==> config.mk <==
export PLATFORM = sky130hd
export DESIGN_NAME = usb_bit_unstuff
export DESIGN_NICKNAME = d
export VERILOG_FILES = /design/src/rtl/usb_rx_pkg.sv /design/src/rtl/sat_counter.sv /design/src/rtl/usb_bit_unstuff.sv
export SDC_FILE = /design/constraint.sdc
export NUM_CORES = 1
export LEC_CHECK = 0
export CORE_MARGIN = 4
export CORE_UTILIZATION = 30
export DETAILED_ROUTE_END_ITERATION = 8
export DONT_BUFFER_PORTS = 1
export HOLD_SLACK_MARGIN = 0.08
export PLACE_DENSITY = 0.52
export SYNTH_ARGS = -nofsm -noshare
export SYNTH_HDL_FRONTEND = slang
export SYNTH_SLANG_ARGS = --single-unit
==> constraint.sdc <==
create_clock -name clk -period 5.3 [get_ports clk]
set_clock_uncertainty 0.05 [all_clocks]
set_input_delay 1.06 -clock clk [delete_from_list [all_inputs] [get_ports clk]]
set_output_delay 1.06 -clock clk [all_outputs]
set_load 0.02 [all_outputs]
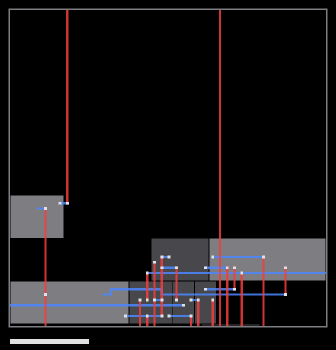
*Zoomed window, run 1*
Scale bar: 5 microns. Window x 38 to 58, y 57 to 77 microns. Cells in gray, sequential cells in the stronger gray; small squares are vias.
metal 1: in blue. metal 2: in red.
6 logic cells have their middle in the window. Sequential cells in the window: 2. Most frequent: nor2_1 (2), dfrtp_1 (2).

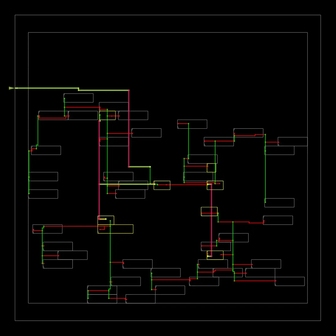
*Clock nets, run 1*
Sink Count: 41
insertion delay at the late pin of the worst-skew pair: 300 ps

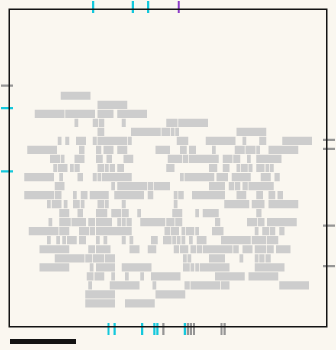
*Ports around the boundary, run 1*
Scale bar: 20 microns. Pins as bars across the die edge, other pins in gray.
in_bit: in purple, pins 1, direction input, edge top. out_len: in cyan, pins 11, direction output, edge 6 bottom, 3 top, 2 left.
All pins by edge: 12 bottom, 4 top, 4 right, 3 left.
port buffer count: 0
die width: 95.2 microns
Die Ht: 95.2 microns

==> reports/qor.csv, run 1 <==
stage,metric,value,unit
final_timing,fin_ws,2910,ps
power,worst_ir_drop_vdd,0.000126,V
place,dp.cells,324,
setup_path,path_max_fanout,9,
job,warning_count,27,
floorplan,core_util_floorplan,31.1,%
finish,antenna_cells,0,
final_timing,rsz0062_at_grt,false,
synthesis,async_flop_share,100,%
routing,routed_wl,4720,microns
synthesis,syn_area,2280,sq um
job,maxCapViolCount,0,
global_route,grt_max_degree,42,
final_timing,post-route-period-util,45.2,%
run_status,status,completed,
place,post-place-ws,2780,ps
routing,via_per_inst,4.94,
global_route,grt_usage,11.7,%
routing,first_pass_iters,4,
floorplan,die-area,9060,sq um
synthesis,ys_seq_share,45.0,%
clocking,cts_resized,0,
synthesis,ff_type,dfrtp_1,
clocking,cts_tree,done,
routing,antenna_left,0,
clocking,clk_path_buf_depth,2,
floorplan,core,7330,sq um
setup_path,crit_slowest_cell,o41ai_4,
global_route,grt_pass1_vias,1639,
setup_path,required,5440,ps
place,dp_hpwl,3360,microns
final_timing,setup_violations,0,
synthesis,edf_count,0,
clocking,cts_root_buf,clkbuf_8,
clocking,cts_buffers,5,
setup_path,path_cells,ha_1 -> o311ai_0 -> o21ai_2 -> o41ai_4 -> nand2b_1 -> nor2_1,
global_route,gr-total-overflow,0,
clocking,cts_setup_buffers,0,
clocking,path_clk_slew,90,ps
setup_path,end_kind,flop,
global_route,antenna_found_initial,0,
setup_path,crit_arrival,2530,ps
place,gp_congestion,0.780,
run 1: area by class of cell:
type | instances | area (sq um)
well taps | 99 | 124
clock buffers | 6 | 82.6
flip-flops and latches | 41 | 1030
multi-input cells | 175 | 1180
fillers | 753 | 4840
clock inverters | 2 | 37.5
inverters | 9 | 33.8
run 1: per-stage QoR:
step                      total power, mW  cell area [sq um]  utilization, %  hold slack (ps)
after global routing                0.667               2490            33.9              369
after CTS                           0.646               2490            33.9              385
after floorplan                     0.371               2280               -              435
final                               0.639               2490            33.9              392
after global placement              0.377               2370            32.3              467
after detailed placement            0.377               2370            32.3              472
run 1: cells by family (layout without fill, tap and decap cells):
logic type	after synthesis	after routing	share of synthesized area (%)
DFF	41	41	45.0
muxes	6	6	2.63
buffers and inverters	17	17	3.18
xor gates and xnor gates	19	19	7.30
AOI/OAI and AO/OA	39	39	13.9
adders and majority gates	6	6	3.29
and+or+nand+nor	105	105	24.7
run 1: per-layer routing:
metal,track usage [%],vias to the layer above,routed length [microns]
li1,-,808,-
met1,14.3,808,2130
met2,19.7,16,2390
met3,2.76,7,114
met4,4.69,0,76
met5,0,-,0
run 1: cell usage in the layout (no fill, tap or decap), drive strengths merged, types with 7 or more instances in the layout:
cell type	n
dfrtp	41
nor2	37
nand2	18
o21ai	12
xor2	11
nand3	10
inv	9
xnor2	8
nand4	8
a21oi	7
nor3	7
run 1: power by group:
| group | switching [mW] | internal [mW] | leakage [nW] |
|---|---|---|---|
| registers | 0.0114 | 0.320 | 0.563 |
| clock network | 0.115 | 0.153 | 0.0574 |
| logic | 0.0241 | 0.0151 | 0.385 |
run 1: synth_stat cells (3+ instances only):
cell type	number	area (sq um)
mux2i_1	6	60.1
xor2_1	11	96.3
nor2b_1	4	25.0
ha_1	6	75.1
inv_1	9	33.8
nor3_1	5	25.0
dfrtp_1	41	1030
xnor2_1	8	70.1
or3_1	6	37.5
nand3_1	9	45.0
nand4_1	7	43.8
o21ai_0	10	50.1
nor2_1	37	139
o21a_1	4	30.0
nand2_1	18	67.6
clkbuf_1	3	11.3
a21oi_1	7	35.0
run 1: worst max-delay path: cells and delay by family (launching register included):
family	cells	cell delay, ps
AND-OR/OR-AND	3	1260
adder cells (fa/ha/maj)	1	280
flip-flops	1	440
AND/OR/NAND/NOR	2	260
### Signal metal coverage by tile, run 1

19 x 19 tiles, from white (low) to dark blue (high), scaled to the fullest tile. Values are wire area over tile area, all layers added.
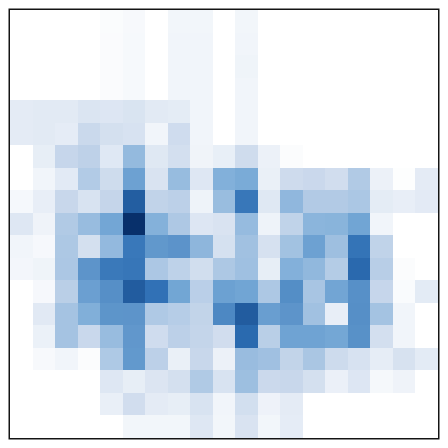

## Run 2: what changed since run 1
--- a/config.mk
+++ b/config.mk
@@ -10,7 +10,7 @@
 export DETAILED_ROUTE_END_ITERATION = 8
 export DONT_BUFFER_PORTS = 1
 export HOLD_SLACK_MARGIN = 0.08
-export PLACE_DENSITY = 0.52
+export PLACE_DENSITY = 0.53
 export SYNTH_ARGS = -nofsm -noshare
 export SYNTH_HDL_FRONTEND = slang
 export SYNTH_SLANG_ARGS = --single-unit
==> constraint.sdc (replaced) <==
create_clock -name clk -period 1.95 [get_ports clk]
set_clock_uncertainty 0.05 [all_clocks]
set_input_delay 0.39 -clock clk [delete_from_list [all_inputs] [get_ports clk]]
set_output_delay 0.39 -clock clk [all_outputs]
set_load 0.02 [all_outputs]
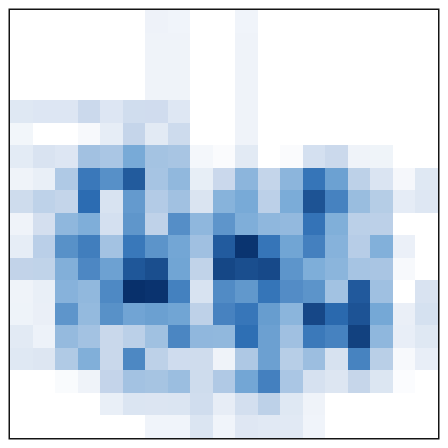
*Signal metal coverage by tile, run 2*
19 x 19 tiles, from white (low) to dark blue (high), scaled to the fullest tile. Values are wire area over tile area, all layers added.
33% of the tiles are nearly empty. 18% of the tiles are over half the peak. The densest ninth of the die: center. The fullest tile reaches 0.39.
GRT Resource Usage Total: 12.9%
routed wire length: 5490 microns
Avg WL per Cell: 14.5 microns

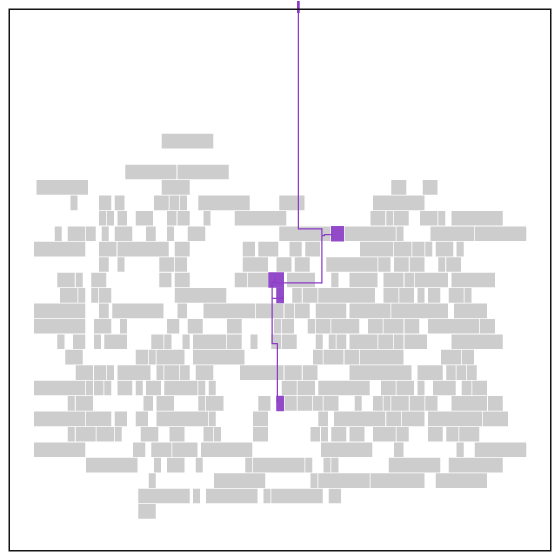
*Nets reached from selected ports, run 2*
in_bit: in purple, direction input, edge top, end cells 4, buffers 0, wire 87.7 microns.
I/O pin cnt: 23

==> run 2 against run 1 <==
  * The flow now finishes with violations (setup timing)
  * Hold slack worse by 210 ps
  * Synthesized cell count unchanged
  * Die size unchanged
  * Highest routed layer unchanged
  * Register-to-register slack worse by 2900 ps
  * Cell area up 20%
  * Via count up 12%
  * Final cell count up 14%
==> reports/qor.csv, run 2 <==
stage,metric,value,unit,change
run_status,status,finished with violations,,
run_status,violations,setup timing,,
finish,fillers,693,,-8.0%
setup_path,end_kind,flop,,
place,dp_hpwl,3750,microns,+11%
final_timing,setup_violations,2,,+2
synthesis,top_area_cell,dfrtp_1,,
synthesis,common_cells,"dfrtp_1 (41), nor2_1 (37), nand2_1 (18)",,
synthesis,syn_area,2280,sq um,unchanged
clocking,clock-sinks,41,,unchanged
job,maxCapViolCount,0,,unchanged
clocking,clk_path_buf_depth,2,,unchanged
clocking,cts_buffers,5,,unchanged
floorplan,core_util_floorplan,31.1,%,unchanged
final_timing,post-route-period-util,100,%,+55 points
final_timing,rsz0062_at_grt,true,,
setup_path,path_max_fanout,5,,-4
floorplan,die_y,95.2,microns,unchanged
clocking,path_clk_slew,70,ps,-20 ps
synthesis,ff_type,dfrtp_1,,
finish,antenna_cells,0,,unchanged
routing,via_per_inst,4.84,,-2.0%
synthesis,ys_seq_share,45.0,%,unchanged
global_route,gr-total-overflow,0,,unchanged
synthesis,edf_count,0,,unchanged
final_timing,hold_ws,186,ps,-207 ps
synthesis,top_cell,dfrtp_1,,
final_timing,fin_ws,-2.88,ps,-2910 ps
floorplan,die-area,9060,sq um,unchanged
global_route,grt_max_degree,42,,unchanged
finish,fin_util,40.7,%,+6.8 points
synthesis,yosysTopAreaCellShare,45.0,%,unchanged
power,worst_ir_drop_vdd,0.000323,V,+160%
setup_path,crit_arrival,2080,ps,-450 ps
finish,final_layout_top_logic_cells,"buf_4 (40), dfrtp_1 (39), nor2_1 (34)",,
routing,antenna_left,0,,unchanged
floorplan,fp.dieW,95.2,microns,unchanged
run 2: kinds of logic (layout without fill, tap and decap cells):
group	count (synthesis)	count (layout)	synth area share, %
and+or+nand+nor	105	105	24.7
DFF	41	41	45.0
AOI/OAI and AO/OA	39	40	13.9
xor gates and xnor gates	19	19	7.30
buffers and inverters	17	62	3.18
adders and majority gates	6	6	3.29
muxes	6	6	2.63
run 2: where the power goes:
group	switching, mW	internal, mW	total, mW
Combinational	0.117	0.107	0.224
Sequential	0.0318	0.870	0.902
Clock	0.293	0.417	0.711
Total	0.442	1.39	1.84
run 2: area by class of cell:
type / instances / area [sq um] / area share (%)
flip-flops and latches: 41 / 1030 / 34.5
clock buffers: 7 / 86.3 / 2.90
inverters: 9 / 33.8 / 1.13
clock inverters: 1 / 30.0 / 1.01
repair buffers: 45 / 364 / 12.2
multi-input cells: 176 / 1320 / 44.1
well taps: 99 / 124 / 4.15
run 2: per-layer routing:
layer / track usage [%] / vias to the layer above / share of wire, %
li1: - / 912 / -
met1: 16.2 / 893 / 42
met2: 22.3 / 18 / 55
met3: 2.60 / 5 / 2.2
met4: 3.61 / 0 / 0.97
met5: 0 / - / 0
run 2: repair_timing:
| item | CTS | global route |
|---|---|---|
| setup buffers | 5 | 10 |
| hold buffers | 2 | 0 |
| hold endpoints to repair | 41 | 0 |
| pin swaps | 9 | 9 |
| endpoints found under the setup margin | 10 | 25 |
| resized | 14 | 14 |
| gates cloned | 1 | 0 |
run 2: per-stage QoR:
step	total power [mW]	setup WS, ps
after floorplan	1.01	8.27
after global placement	1.06	-25.2
after detailed placement	1.07	-123
after CTS	1.84	0.155
after global routing	1.92	-147
final	1.84	-2.88
run 2: worst max-delay path, stage by stage, from the launching register on:
cell	delay, ps
dfrtp_2	440
ha_4	200
buf_6	100
nand4_1	120
o311ai_4	120
o21ai_4	160
o31ai_4	360
a2bb2oi_1	180
o21ai_1	90
Power figures rest on the tool's default switching activity, not on a simulated workload.
